**Routing congestion**

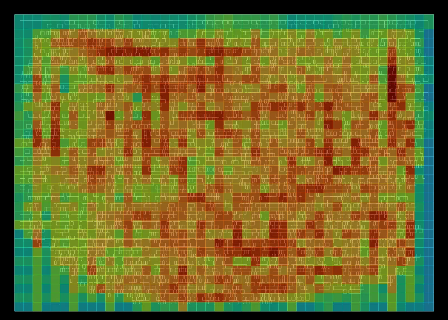
**Cells colored by class**

Scale: 1 px per µm. Fill, decap, tap and diode cells in gray.
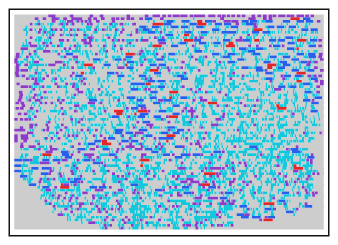
**The metal 3 layer**

Scale: 1.5 px per µm.
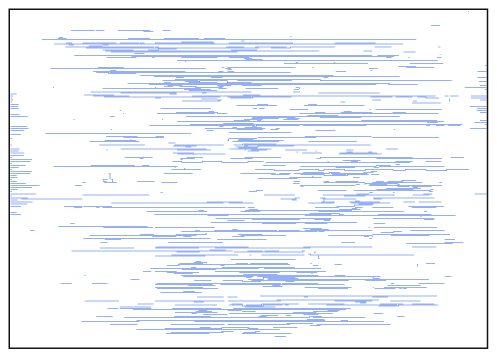
$ cat config.mk
export PLATFORM = sky130hd
export DESIGN_NAME = mips_cpu_muldiv_ctrl
export DESIGN_NICKNAME = d
export VERILOG_FILES = /design/src/rtl/mips_cpu_muldiv_ctrl.sv
export SDC_FILE = /design/constraint.sdc
export NUM_CORES = 1
export LEC_CHECK = 0
export ABC_AREA = 1
export CAP_MARGIN = 20
export CORE_ASPECT_RATIO = 0.7
export CORE_MARGIN = 4
export CORE_UTILIZATION = 30
export CTS_CLUSTER_SIZE = 14
export DETAILED_ROUTE_END_ITERATION = 8
export PLACE_DENSITY_LB_ADDON = 0.05
export SLEW_MARGIN = 20
export SYNTH_ARGS = -nofsm -noshare
export SYNTH_HDL_FRONTEND = slang
export SYNTH_SLANG_ARGS = --single-unit
export TNS_END_PERCENT = 100
$ cat constraint.sdc
create_clock -name clk -period 2.5 [get_ports clk]
set_input_delay 0.25 -clock clk [delete_from_list [all_inputs] [get_ports clk]]
set_output_delay 0.25 -clock clk [all_outputs]
set_load 0.005 [all_outputs]
$ cat src/rtl/mips_cpu_muldiv_ctrl.sv
// rtl/mips_cpu_muldiv_ctrl.sv - MIPS HI/LO owner with iterative multiply/divide sequencer
module mips_cpu_muldiv_ctrl (
  input  logic        clk,
  input  logic        reset,
  input  logic        valid,
  input  logic [5:0]  insop,
  input  logic [5:0]  func,
  input  logic [31:0] rs_data,
  input  logic [31:0] rt_data,
  output logic        stall,
  output logic        busy,
  output logic [31:0] hi_out,
  output logic [31:0] lo_out
);

  typedef enum logic [1:0] {S_IDLE, S_MUL, S_DIV, S_FIX} state_t;

  state_t      state_q, state_d;
  logic [4:0]  cnt_q, cnt_d;
  logic [63:0] acc_q, acc_d;
  logic [31:0] opb_q, opb_d;
  logic [31:0] orig_q, orig_d;
  logic        sa_q, sa_d, sb_q, sb_d;
  logic        is_div_q, is_div_d;
  logic        div0_q, div0_d;
  logic [31:0] hi_q, hi_d, lo_q, lo_d;

  logic is_r, is_mfhi, is_mthi, is_mflo, is_mtlo;
  logic is_mult, is_multu, is_div, is_divu;
  logic uses_hilo, accept, signed_op;
  logic [31:0] abs_rs, abs_rt;

  assign is_r     = (insop == 6'b000000);
  assign is_mfhi  = is_r & (func == 6'b010000);
  assign is_mthi  = is_r & (func == 6'b010001);
  assign is_mflo  = is_r & (func == 6'b010010);
  assign is_mtlo  = is_r & (func == 6'b010011);
  assign is_mult  = is_r & (func == 6'b011000);
  assign is_multu = is_r & (func == 6'b011001);
  assign is_div   = is_r & (func == 6'b011010);
  assign is_divu  = is_r & (func == 6'b011011);

  assign uses_hilo = is_mfhi | is_mthi | is_mflo | is_mtlo |
                     is_mult | is_multu | is_div | is_divu;
  assign busy      = (state_q != S_IDLE);
  assign stall     = valid & busy & uses_hilo;
  assign accept    = valid & uses_hilo & ~stall;
  assign signed_op = is_mult | is_div;

  assign abs_rs = (signed_op & rs_data[31]) ? (~rs_data + 32'd1) : rs_data;
  assign abs_rt = (signed_op & rt_data[31]) ? (~rt_data + 32'd1) : rt_data;
  assign hi_out = hi_q;
  assign lo_out = lo_q;

  // acc holds {partial product, remaining multiplier} for MUL and {remainder, dividend/quotient} for DIV
  logic [32:0] mul_sum;
  logic [33:0] div_diff;
  logic [63:0] prod_fix;
  logic [31:0] quot_fix, rem_fix;

  always_comb begin
    mul_sum  = {1'b0, acc_q[63:32]} + (acc_q[0] ? {1'b0, opb_q} : 33'd0);
    div_diff = {1'b0, acc_q[63:31]} - {2'b00, opb_q};
    prod_fix = (sa_q ^ sb_q) ? (~acc_q + 64'd1) : acc_q;
    quot_fix = (sa_q ^ sb_q) ? (~acc_q[31:0] + 32'd1) : acc_q[31:0];
    rem_fix  = sa_q ? (~acc_q[63:32] + 32'd1) : acc_q[63:32];
  end

  always_comb begin
    state_d  = state_q;
    cnt_d    = cnt_q;
    acc_d    = acc_q;
    opb_d    = opb_q;
    orig_d   = orig_q;
    sa_d     = sa_q;
    sb_d     = sb_q;
    is_div_d = is_div_q;
    div0_d   = div0_q;
    hi_d     = hi_q;
    lo_d     = lo_q;
    case (state_q)
      S_IDLE: begin
        if (accept) begin
          if (is_mthi) hi_d = rs_data;
          if (is_mtlo) lo_d = rs_data;
          if (is_mult | is_multu | is_div | is_divu) begin
            cnt_d  = 5'd0;
            sa_d   = signed_op & rs_data[31];
            sb_d   = signed_op & rt_data[31];
            orig_d = rs_data;
            div0_d = (rt_data == 32'd0);
          end
          if (is_mult | is_multu) begin
            acc_d    = {32'd0, abs_rt};
            opb_d    = abs_rs;
            is_div_d = 1'b0;
            state_d  = S_MUL;
          end
          if (is_div | is_divu) begin
            acc_d    = {32'd0, abs_rs};
            opb_d    = abs_rt;
            is_div_d = 1'b1;
            state_d  = S_DIV;
          end
        end
      end
      S_MUL: begin
        acc_d = {mul_sum, acc_q[31:1]};
        cnt_d = cnt_q + 5'd1;
        if (cnt_q == 5'd31) state_d = S_FIX;
      end
      S_DIV: begin
        if (!div_diff[33]) acc_d = {div_diff[31:0], acc_q[30:0], 1'b1};
        else               acc_d = {acc_q[62:0], 1'b0};
        cnt_d = cnt_q + 5'd1;
        if (cnt_q == 5'd31) state_d = S_FIX;
      end
      S_FIX: begin
        if (!is_div_q) begin
          hi_d = prod_fix[63:32];
          lo_d = prod_fix[31:0];
        end else if (div0_q) begin
          hi_d = orig_q;
          lo_d = 32'hFFFF_FFFF;
        end else begin
          hi_d = rem_fix;
          lo_d = quot_fix;
        end
        state_d = S_IDLE;
      end
      default: state_d = S_IDLE;
    endcase
  end

  always_ff @(posedge clk) begin
    if (reset) begin
      state_q  <= S_IDLE;
      cnt_q    <= 5'd0;
      acc_q    <= 64'd0;
      opb_q    <= 32'd0;
      orig_q   <= 32'd0;
      sa_q     <= 1'b0;
      sb_q     <= 1'b0;
      is_div_q <= 1'b0;
      div0_q   <= 1'b0;
      hi_q     <= 32'd0;
      lo_q     <= 32'd0;
    end else begin
      state_q  <= state_d;
      cnt_q    <= cnt_d;
      acc_q    <= acc_d;
      opb_q    <= opb_d;
      orig_q   <= orig_d;
      sa_q     <= sa_d;
      sb_q     <= sb_d;
      is_div_q <= is_div_d;
      div0_q   <= div0_d;
      hi_q     <= hi_d;
      lo_q     <= lo_d;
    end
  end

endmodule

==> reports/metrics.yaml <==
pwr:
  top_power_group: "combinational logic"
  power_mw: 18.1
logic_synthesis:
  synth_dominant_cell_count: "nand2_1"
  synthArstFlopShare: 0
  synth-xor-area-share: 0.0300
  simple_gate_share: 0.405
  synth_warnings: 0
  ys_top_cells_by_area: "nand2_1, dfxtp_1, inv_1"
  ys_sh_mux: 0
route:
  routedWlPerCell_um: 23.1
  wl_met1_mm: 57.4
  drt_iter0_drc: 3234
  ant_nets: 0
placed_design:
  portBuffers: 144
  placed_cells: 5081
  hpwlAfterDp_mm: 98.2
worst_setup_path:
  crit_path_start: "acc_q[48]"
  crit_type: "reg2reg"
  path_depth: 16
  r2r_start: "acc_q[48]"
  rr_endpoint: "acc_q[63]"
  critPathCapture: "acc_q[63]"
global_route:
  grt_use_total: 0.314
layout:
  buffers: 712
  clkCellAreaFrac: 0.0321
  mi_logic_area_um2: 14900
  seq_cells: 203
  finalNetCount: 4387
  seq_share: 0.141
  largest_reg_flops: 64
  fin_util: 0.437
sta:
  min_period_ns: 2.51
  setup_viol: 2
  hold_ws_ns: 0.153
  max_slew.worst_pin.slew_ns: 0.838
  postLayoutSetupSlackWorst_ns: -0.00949
  fin_setup_tns_ns: -0.0107
outcome:
  outcome: "finished with violations"
  violations: "setup timing"
floorplanning:
  dieArea_um2: 71500
  coreArea_um2: 66500
run:
  max_cap_violations: 0
Notes on 'routing congestion' above:
layer with the highest usage: met1
met1 usage: 0.485
Global Route met2 Usage: 0.405
Global Route met3 Usage: 0.118

Notes on 'cells colored by class' above:
Key: blue = sequential cells [cells 203, share of their area 15%]; purple = remaining buffers and delay cells [cells 712, share of their area 22%]; red = clock drivers and dummy loads [cells 48, share of their area 3.3%]; cyan = remaining logic cells [cells 3289, share of their area 60%]

Notes on 'the metal 3 layer' above:
The layer carries 15600 µm of wire. The layer holds 13% of the routed length.

Power and IR drop assume default switching activity.
